Cells coloured by class:
Fill, decap, tap and diode cells in grey.
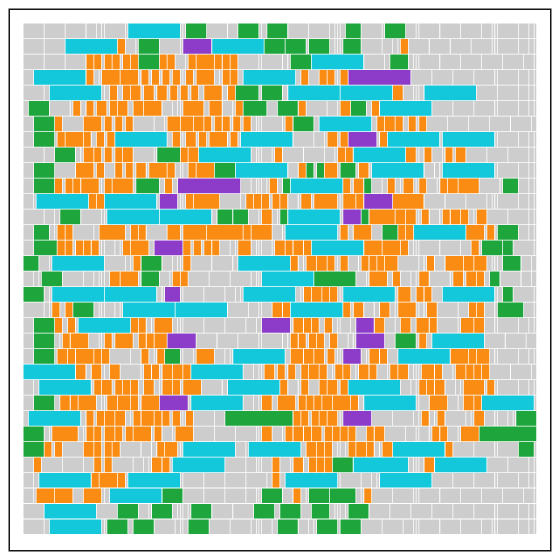
Placed standard cells:
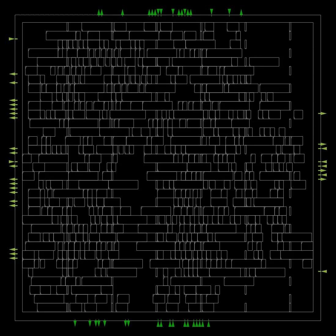
Clock network drawn from the DEF:
Scale bar: 20 µm.
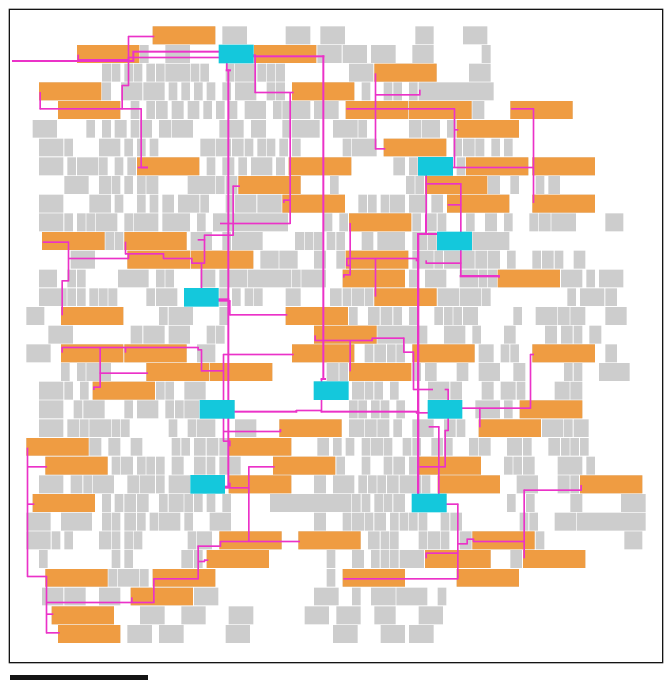
Routed metal, one colour a layer:
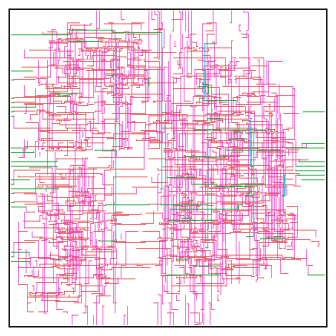
===== config.mk =====
export PLATFORM = sky130hd
export DESIGN_NAME = pipe_hazard_ctrl_flat
export DESIGN_NICKNAME = d
export VERILOG_FILES = /design/src/rtl/pipe_hazard_ctrl_if.sv /design/src/rtl/pipe_hazard_ctrl.sv /design/src/flat_wrapper.sv
export SDC_FILE = /design/constraint.sdc
export NUM_CORES = 1
export LEC_CHECK = 0
export ABC_AREA = 1
export CAP_MARGIN = 40
export CORE_MARGIN = 2
export CORE_UTILIZATION = 45
export CTS_CLUSTER_DIAMETER = 40
export DETAILED_ROUTE_END_ITERATION = 8
export GPL_TIMING_DRIVEN = 0
export PLACE_DENSITY_LB_ADDON = 0.3
export SYNTH_ARGS = -nofsm -noshare
export SYNTH_HDL_FRONTEND = slang
export SYNTH_SLANG_ARGS = --single-unit

===== constraint.sdc =====
create_clock -name clk -period 2.1 [get_ports clk]
set_clock_uncertainty 0.05 [all_clocks]
set_input_delay 0.315 -clock clk [delete_from_list [all_inputs] [get_ports clk]]
set_output_delay 0.315 -clock clk [all_outputs]
set_load 0.02 [all_outputs]

===== src/rtl/pipe_hazard_ctrl_if.sv =====
// rtl/pipe_hazard_ctrl_if.sv - ID-stage, memory-wait and control signal bundle of the hazard controller
interface pipe_hazard_ctrl_if #(
    parameter int REG_W = 5,
    parameter int CNT_W = 16
);
    logic             id_valid;
    logic [REG_W-1:0] id_rs1;
    logic             id_rs1_used;
    logic [REG_W-1:0] id_rs2;
    logic             id_rs2_used;
    logic [REG_W-1:0] id_rd;
    logic             id_rfwr;
    logic             id_is_load;
    logic             branch;
    logic             mem_busy;

    logic             pc_stall;
    logic             ifid_stall;
    logic             ifid_flush;
    logic             idex_bubble;
    logic             freeze;
    logic [1:0]       fwd_a;
    logic [1:0]       fwd_b;
    logic [CNT_W-1:0] stall_cnt;
    logic [CNT_W-1:0] flush_cnt;

    // Pipeline side: supplies ID contents and events, consumes control
    modport master (
        output id_valid, id_rs1, id_rs1_used, id_rs2, id_rs2_used,
        output id_rd, id_rfwr, id_is_load, branch, mem_busy,
        input  pc_stall, ifid_stall, ifid_flush, idex_bubble, freeze,
        input  fwd_a, fwd_b, stall_cnt, flush_cnt
    );

    // Controller side
    modport slave (
        input  id_valid, id_rs1, id_rs1_used, id_rs2, id_rs2_used,
        input  id_rd, id_rfwr, id_is_load, branch, mem_busy,
        output pc_stall, ifid_stall, ifid_flush, idex_bubble, freeze,
        output fwd_a, fwd_b, stall_cnt, flush_cnt
    );
endinterface


===== src/rtl/pipe_hazard_ctrl.sv =====
// rtl/pipe_hazard_ctrl.sv - 5-stage pipeline hazard, flush, freeze and forwarding controller
module pipe_hazard_ctrl #(
    parameter int REG_W = 5,
    parameter int CNT_W = 16
) (
    input  logic                clk,
    input  logic                rst,
    pipe_hazard_ctrl_if.slave   bus
);

    // EX shadow entry (also carries the operand indices for forwarding)
    logic             ex_v_q,        ex_v_d;
    logic [REG_W-1:0] ex_rd_q,       ex_rd_d;
    logic             ex_rfwr_q,     ex_rfwr_d;
    logic             ex_ld_q,       ex_ld_d;
    logic [REG_W-1:0] ex_rs1_q,      ex_rs1_d;
    logic             ex_rs1_used_q, ex_rs1_used_d;
    logic [REG_W-1:0] ex_rs2_q,      ex_rs2_d;
    logic             ex_rs2_used_q, ex_rs2_used_d;

    // MEM shadow entry
    logic             mem_v_q,    mem_v_d;
    logic [REG_W-1:0] mem_rd_q,   mem_rd_d;
    logic             mem_rfwr_q, mem_rfwr_d;
    logic             mem_ld_q,   mem_ld_d;

    // WB shadow entry; its load flag has no consumer so it is not kept
    logic             wb_v_q,    wb_v_d;
    logic [REG_W-1:0] wb_rd_q,   wb_rd_d;
    logic             wb_rfwr_q, wb_rfwr_d;

    logic [CNT_W-1:0] stall_cnt_q, stall_cnt_d;
    logic [CNT_W-1:0] flush_cnt_q, flush_cnt_d;

    logic lu;
    logic freeze_c;
    logic flush_c;
    logic stall_c;
    logic bubble_c;
    logic [1:0] fwd_a_c;
    logic [1:0] fwd_b_c;

    // An entry produces r only when live, writing, and r is not x0
    function automatic logic writes_reg(
        input logic             v,
        input logic             rfwr,
        input logic [REG_W-1:0] rd,
        input logic [REG_W-1:0] r
    );
        return v && rfwr && (rd == r) && (r != '0);
    endfunction

    // MEM is the youngest producer; a MEM load cannot supply its data yet
    function automatic logic [1:0] fwd_sel(
        input logic             ex_v,
        input logic             used,
        input logic [REG_W-1:0] rs,
        input logic             m_v,
        input logic             m_rfwr,
        input logic [REG_W-1:0] m_rd,
        input logic             m_ld,
        input logic             w_v,
        input logic             w_rfwr,
        input logic [REG_W-1:0] w_rd
    );
        logic [1:0] sel;
        sel = 2'b00;
        if (ex_v && used) begin
            if (writes_reg(m_v, m_rfwr, m_rd, rs)) begin
                sel = m_ld ? 2'b00 : 2'b01;
            end else if (writes_reg(w_v, w_rfwr, w_rd, rs)) begin
                sel = 2'b10;
            end
        end
        return sel;
    endfunction

    // Hazard detection and prioritised control: freeze > flush > stall
    always_comb begin
        lu = bus.id_valid && ex_ld_q &&
             ((bus.id_rs1_used && writes_reg(ex_v_q, ex_rfwr_q, ex_rd_q, bus.id_rs1)) ||
              (bus.id_rs2_used && writes_reg(ex_v_q, ex_rfwr_q, ex_rd_q, bus.id_rs2)));
        freeze_c = 1'b0;
        flush_c  = 1'b0;
        stall_c  = 1'b0;
        bubble_c = 1'b0;
        // Gating by rst keeps all controls low while reset is held
        if (rst) begin
            if (bus.mem_busy) begin
                freeze_c = 1'b1;
            end else if (bus.branch) begin
                flush_c  = 1'b1;
                bubble_c = 1'b1;
            end else if (lu) begin
                stall_c  = 1'b1;
                bubble_c = 1'b1;
            end
        end
    end

    // Forwarding selects depend only on registered shadow state
    always_comb begin
        fwd_a_c = fwd_sel(ex_v_q, ex_rs1_used_q, ex_rs1_q,
                          mem_v_q, mem_rfwr_q, mem_rd_q, mem_ld_q,
                          wb_v_q, wb_rfwr_q, wb_rd_q);
        fwd_b_c = fwd_sel(ex_v_q, ex_rs2_used_q, ex_rs2_q,
                          mem_v_q, mem_rfwr_q, mem_rd_q, mem_ld_q,
                          wb_v_q, wb_rfwr_q, wb_rd_q);
    end

    // Next shadow state and counters: everything holds while frozen
    always_comb begin
        ex_v_d        = ex_v_q;
        ex_rd_d       = ex_rd_q;
        ex_rfwr_d     = ex_rfwr_q;
        ex_ld_d       = ex_ld_q;
        ex_rs1_d      = ex_rs1_q;
        ex_rs1_used_d = ex_rs1_used_q;
        ex_rs2_d      = ex_rs2_q;
        ex_rs2_used_d = ex_rs2_used_q;
        mem_v_d       = mem_v_q;
        mem_rd_d      = mem_rd_q;
        mem_rfwr_d    = mem_rfwr_q;
        mem_ld_d      = mem_ld_q;
        wb_v_d        = wb_v_q;
        wb_rd_d       = wb_rd_q;
        wb_rfwr_d     = wb_rfwr_q;
        stall_cnt_d   = stall_cnt_q;
        flush_cnt_d   = flush_cnt_q;
        if (!freeze_c) begin
            wb_v_d        = mem_v_q;
            wb_rd_d       = mem_rd_q;
            wb_rfwr_d     = mem_rfwr_q;
            mem_v_d       = ex_v_q;
            mem_rd_d      = ex_rd_q;
            mem_rfwr_d    = ex_rfwr_q;
            mem_ld_d      = ex_ld_q;
            // A bubble only kills the valid bit; the other fields are don't-care
            ex_v_d        = bus.id_valid && !bubble_c;
            ex_rd_d       = bus.id_rd;
            ex_rfwr_d     = bus.id_rfwr;
            ex_ld_d       = bus.id_is_load;
            ex_rs1_d      = bus.id_rs1;
            ex_rs1_used_d = bus.id_rs1_used;
            ex_rs2_d      = bus.id_rs2;
            ex_rs2_used_d = bus.id_rs2_used;
            if (flush_c && (flush_cnt_q != '1)) begin
                flush_cnt_d = flush_cnt_q + CNT_W'(1);
            end
            if (stall_c && (stall_cnt_q != '1)) begin
                stall_cnt_d = stall_cnt_q + CNT_W'(1);
            end
        end
    end

    // Shadow scoreboard and counter registers, cleared asynchronously
    always_ff @(posedge clk or negedge rst) begin
        if (!rst) begin
            ex_v_q        <= 1'b0;
            ex_rd_q       <= '0;
            ex_rfwr_q     <= 1'b0;
            ex_ld_q       <= 1'b0;
            ex_rs1_q      <= '0;
            ex_rs1_used_q <= 1'b0;
            ex_rs2_q      <= '0;
            ex_rs2_used_q <= 1'b0;
            mem_v_q       <= 1'b0;
            mem_rd_q      <= '0;
            mem_rfwr_q    <= 1'b0;
            mem_ld_q      <= 1'b0;
            wb_v_q        <= 1'b0;
            wb_rd_q       <= '0;
            wb_rfwr_q     <= 1'b0;
            stall_cnt_q   <= '0;
            flush_cnt_q   <= '0;
        end else begin
            ex_v_q        <= ex_v_d;
            ex_rd_q       <= ex_rd_d;
            ex_rfwr_q     <= ex_rfwr_d;
            ex_ld_q       <= ex_ld_d;
            ex_rs1_q      <= ex_rs1_d;
            ex_rs1_used_q <= ex_rs1_used_d;
            ex_rs2_q      <= ex_rs2_d;
            ex_rs2_used_q <= ex_rs2_used_d;
            mem_v_q       <= mem_v_d;
            mem_rd_q      <= mem_rd_d;
            mem_rfwr_q    <= mem_rfwr_d;
            mem_ld_q      <= mem_ld_d;
            wb_v_q        <= wb_v_d;
            wb_rd_q       <= wb_rd_d;
            wb_rfwr_q     <= wb_rfwr_d;
            stall_cnt_q   <= stall_cnt_d;
            flush_cnt_q   <= flush_cnt_d;
        end
    end

    assign bus.freeze      = freeze_c;
    assign bus.pc_stall    = stall_c;
    assign bus.ifid_stall  = stall_c;
    assign bus.ifid_flush  = flush_c;
    assign bus.idex_bubble = bubble_c;
    assign bus.fwd_a       = fwd_a_c;
    assign bus.fwd_b       = fwd_b_c;
    assign bus.stall_cnt   = stall_cnt_q;
    assign bus.flush_cnt   = flush_cnt_q;

endmodule


===== src/flat_wrapper.sv =====
// flat-port wrapper written by rule: the top's interface ports become plain ports
module pipe_hazard_ctrl_flat 
#(
    parameter int REG_W = 5,
    parameter int CNT_W = 16
)
  (clk, rst, bus_id_valid, bus_id_rs1, bus_id_rs1_used, bus_id_rs2, bus_id_rs2_used, bus_id_rd, bus_id_rfwr, bus_id_is_load, bus_branch, bus_mem_busy, bus_pc_stall, bus_ifid_stall, bus_ifid_flush, bus_idex_bubble, bus_freeze, bus_fwd_a, bus_fwd_b, bus_stall_cnt, bus_flush_cnt);
  pipe_hazard_ctrl_if #(.REG_W(REG_W), .CNT_W(CNT_W)) bus_i ();
  input  logic clk;
  input  logic rst;
  input wire logic [$bits(bus_i.id_valid)-1:0] bus_id_valid;
  input wire logic [$bits(bus_i.id_rs1)-1:0] bus_id_rs1;
  input wire logic [$bits(bus_i.id_rs1_used)-1:0] bus_id_rs1_used;
  input wire logic [$bits(bus_i.id_rs2)-1:0] bus_id_rs2;
  input wire logic [$bits(bus_i.id_rs2_used)-1:0] bus_id_rs2_used;
  input wire logic [$bits(bus_i.id_rd)-1:0] bus_id_rd;
  input wire logic [$bits(bus_i.id_rfwr)-1:0] bus_id_rfwr;
  input wire logic [$bits(bus_i.id_is_load)-1:0] bus_id_is_load;
  input wire logic [$bits(bus_i.branch)-1:0] bus_branch;
  input wire logic [$bits(bus_i.mem_busy)-1:0] bus_mem_busy;
  output wire logic [$bits(bus_i.pc_stall)-1:0] bus_pc_stall;
  output wire logic [$bits(bus_i.ifid_stall)-1:0] bus_ifid_stall;
  output wire logic [$bits(bus_i.ifid_flush)-1:0] bus_ifid_flush;
  output wire logic [$bits(bus_i.idex_bubble)-1:0] bus_idex_bubble;
  output wire logic [$bits(bus_i.freeze)-1:0] bus_freeze;
  output wire logic [$bits(bus_i.fwd_a)-1:0] bus_fwd_a;
  output wire logic [$bits(bus_i.fwd_b)-1:0] bus_fwd_b;
  output wire logic [$bits(bus_i.stall_cnt)-1:0] bus_stall_cnt;
  output wire logic [$bits(bus_i.flush_cnt)-1:0] bus_flush_cnt;
  assign bus_i.id_valid = bus_id_valid;
  assign bus_i.id_rs1 = bus_id_rs1;
  assign bus_i.id_rs1_used = bus_id_rs1_used;
  assign bus_i.id_rs2 = bus_id_rs2;
  assign bus_i.id_rs2_used = bus_id_rs2_used;
  assign bus_i.id_rd = bus_id_rd;
  assign bus_i.id_rfwr = bus_id_rfwr;
  assign bus_i.id_is_load = bus_id_is_load;
  assign bus_i.branch = bus_branch;
  assign bus_i.mem_busy = bus_mem_busy;
  assign bus_pc_stall = bus_i.pc_stall;
  assign bus_ifid_stall = bus_i.ifid_stall;
  assign bus_ifid_flush = bus_i.ifid_flush;
  assign bus_idex_bubble = bus_i.idex_bubble;
  assign bus_freeze = bus_i.freeze;
  assign bus_fwd_a = bus_i.fwd_a;
  assign bus_fwd_b = bus_i.fwd_b;
  assign bus_stall_cnt = bus_i.stall_cnt;
  assign bus_flush_cnt = bus_i.flush_cnt;
  pipe_hazard_ctrl #(.REG_W(REG_W), .CNT_W(CNT_W)) u_core (.clk(clk), .rst(rst), .bus(bus_i));
endmodule

==> run notes <==
Implementation progress

The run finished, with violations left. The checks that failed: setup timing. The detail-routed via count per cell stands at about 5.1.

Synthesis produced a netlist with a net count of a little over 500. Yosys stat counts 493 cells in the synthesized netlist. The initialized floorplan defines 33 standard-cell rows. Broken down by cell family, the worst path's largest delay share belongs to simple AND/OR/NAND/NOR gates. Warnings raised by the tools during the run amount to 28.

Counting pins that exceed their max-slew limit in the final report gives 0. The remaining global-route overflow stands at 0. CTS reports a maximum clock tree buffer depth of 2.

The static power due to leakage stands at between 2 and 2.5 nW. The logic depth of the worst path, buffers included stands at 10. The cell that appears most often on the critical path is sky130_fd_sc_hd__nand2_2. The top-level port count stands at 65. The biggest slice of the total power is consumed by registers. The critical path is of the register to output port type. The sequential fraction of the synthesis area stands at about 45%. Once routing completed, OpenROAD measured the worst setup slack at -0.0284 ns. The placement report lists the number of port buffers as 64. Counting flops with a built-in enable in the synthesized netlist gives 0. Per the timing report, the most critical flop-to-flop path finishes at u_core.bus.stall_cnt[10]$_DFFE_PN0P_. The largest fanout of any net on the critical path stands at 2. The data arrival time reported for the critical path is ~1.8 ns. The slack of the worst reg-to-reg path stands at roughly 0.12 ns. Sequential cells account for a little under half of the total power.

The worst setup path is captured at an output port. For the worst setup path, the data required time is 1.74 ns. Post-route period utilization is reported as 101%. The internal power contribution stands at approximately 2.4 mW. The clock period minus worst slack stands at between 2 and 2.5 ns. The maximum number of pins on one net before global-route repair stands at 28.

The sequential power stands at 1.55 mW. Sorting the synthesized cells by area gives the leading types as sky130_fd_sc_hd__dfrtp_1 (45%), sky130_fd_sc_hd__nand2_1 (16%), sky130_fd_sc_hd__xor2_1 (7.1%). Synthesis handed over a netlist of 493 instances. Per the STA report, the cell with the highest stage delay on the worst path is sky130_fd_sc_hd__dfrtp_1. The synthesis area per yosys stands at ~3700 µm². The worst-case headroom to the max-slew limit stands at 52.2%.

For this run, the top clock speed supported by timing is between 400 and 500 MHz. The die width stands at around 95 µm. The max-capacitance violation count stands at 0.

The design draws ~3.4 mW. The worst-case hold slack stands at ~0.024 ns. The via count of the first global-routing pass came to roughly 3400. For this run, the script counts the antenna cells in the layout as 0. The stage delay of the slowest cell on the critical path stands at between 0.3 and 0.4 ns. Including well taps, the total number of placed cells is approximately 660. Summing all multi-input logic gate instances after layout gives between 1500 and 2000 µm². The die is around 95 µm tall.

The die footprint stands at roughly 9000 µm². The initial detailed-routing violation count stands at 158. The signal on the critical path passes through nand2_2, nor2_2, nand3_1, nor2_1, nand3_1, nand2_2, buf_6, nand3_2, nand2_2, buf_6. The number of endpoints failing setup at the final stage stands at 2. The worst setup path is launched from a register. Following the worst setup path forward leads to its endpoint at bus_idex_bubble. The share of flip-flops with an asynchronous set or reset after synthesis stands at 100%. The number of iterations in the first detailed-routing pass stands at 4. The combinational cell fraction of total power stands at a little under a fifth. For the pin with the worst max-slew slack, the measured transition is 0.714 ns. The count of nets left with antenna violations once routing finished came out at 0. The final layout reports a setup TNS of -0.0405 ns.

The number of clock sinks came to roughly 67. The most used flip-flop cell after synthesis is sky130_fd_sc_hd__dfrtp_1. Yosys mapped the design onto 26 distinct sky130hd cell types. The flip-flop and latch area stands at between 1500 and 2000 µm². The clock-pin slew on the worst setup and hold paths stands at about 0.08 ns. The share of the synthesized area in the top cell type stands at ~45%. The cell area after placement stands at 4510 µm². TritonCTS built the clock tree. The highest supply drop recorded on VDD is 0.472 mV. The switching part of the total stands at between 30% and 40%.

The register bit total from synthesis stands at approximately 67. The tree is rooted in a sky130_fd_sc_hd__clkbuf_8. Among logic cells in the layout, the one with the most instances is sky130_fd_sc_hd__nand2_1. The number of hold-slack violations in the final timing report stands at 0. The total of hold buffers inserted after clock tree synthesis stands at 3. The number of cells on the worst reg-to-reg path is 13. The post-place setup slack stands at -0.622 ns. Counting instances in the post-synthesis netlist gives the leading cell types as sky130_fd_sc_hd__nand2_1 (159), sky130_fd_sc_hd__dfrtp_1 (67), sky130_fd_sc_hd__inv_1 (66), sky130_fd_sc_hd__o21ai_0 (41), sky130_fd_sc_hd__nor2_1 (36). In this run, post-CTS repair resized a total of about 44 instances. The post-CTS setup buffer count stands at 5. The startpoint identified for the worst register-to-register timing path is u_core.ex_rfwr_q$_DFFE_PN0N_. The synthesized netlist occupies a cell area of approximately 3700 µm². The first-pass GRT wire length stands at 16000 µm. The Yosys warning count stands at 0. The total CTS buffers stands at 9. Setup repair after global routing could not meet its margin everywhere. The synthesized area divided by synthesized cell count stands at roughly 7.5 µm².

sky130_fd_sc_hd__nand2_1 is the most common cell in the netlist. The share of the core filled by cells before placement stands at 45.8%. The number of remaining DRC errors stands at 0.

The fraction of layout instances using a drive strength above 1 stands at 10.1%. Once layout is complete, the cells apart from fillers number just under 700. The most common logic cells in the final layout are sky130_fd_sc_hd__nand2_1 (156), sky130_fd_sc_hd__dfrtp_1 (66), sky130_fd_sc_hd__inv_1 (62).

In this run the worst hold path is classified as input port to async pin. Note, the detailed placer reported a final HPWL of slightly below 7000 µm. The buffer-and-inverter tally for the worst setup path stands at 2. The initial antenna violation count is 0.

In the final design database the tool counted ~610 nets. For this design the total switching power over the nets is slightly above 1 mW. OpenSTA lists the critical path startpoint as u_core.ex_rfwr_q$_DFFE_PN0N_. The maximum level of the CTS H-tree stands at 3. For this design the ratio of total power to cell area is just under 700 nW/µm².

The final estimated routing congestion in global placement stands at 0.932. The synthesized design spends more area on one cell type than any other, namely sky130_fd_sc_hd__dfrtp_1. The growth of design area from synthesis to finish stands at 32.0%.

The reported combinational group power stands at 0.647 mW.
## Picture notes: 'cells coloured by class'
colour	class	cells
purple	clock drivers and dummy loads	16
orange	combinational and other logic	415
cyan	flops	67
green	other buffers and delay cells	86
register share of the cell area: 34.3%
final design utilization: 60.5%
Design Area, Final: 4900 µm²
core area: 8090 µm²

## Picture notes: 'placed standard cells'
Tapcells: 105
Filler Cells Inserted: 747

## Picture notes: 'clock network drawn from the DEF'
[magenta] clock wires | length: 915 µm
[cyan] clock drivers | count: 9
[orange] flip-flops | count: 67
routed clock nets	10
flops lie	all over the die
P_clk: 1.21 mW
Clock Power Share: 35.6%
clock latency reported for the late side of the worst-skew pair: 0.35 ns

## Picture notes: 'routed metal, one colour a layer'
colour	layer	wire length
green	metal 3	485 µm
cyan	metal 4	226 µm
magenta	metal 2	4840 µm
red	metal 1	4180 µm
total length of routed wires: 9740 µm
via count: 3495
global-route usage over all layers: 23.2%
detailed-route wire length per cell: 14.1 µm

cells by family after synthesis:
logic type / share of synthesized area [%]
xor gates and xnor gates: 9.44
and+or+nand+nor: 29.0
buffers and inverters: 8.50
AOI/OAI and AO/OA: 7.18
adders and majority gates: 0.674
DFF: 45.2
cell type report:
| cell class | instances | area share, % |
|---|---|---|
| inverters | 67 | 5.19 |
| multi-input cells | 348 | 36.2 |
| clock inverters | 7 | 2.10 |
| plain buffers | 10 | 1.23 |
| flip-flops and latches | 67 | 34.3 |
| well taps | 105 | 2.68 |
| repair buffers | 76 | 15.8 |
| clock buffers | 9 | 2.53 |
per-layer routing:
metal / GRT usage (%) / routed length (µm)
met4: 11.0 / 225
met5: 0 / 0
met3: 3.99 / 485
met2: 38.9 / 4840
met1: 29.2 / 4180
No activity file was given, so power comes from the tool's default toggle rates.
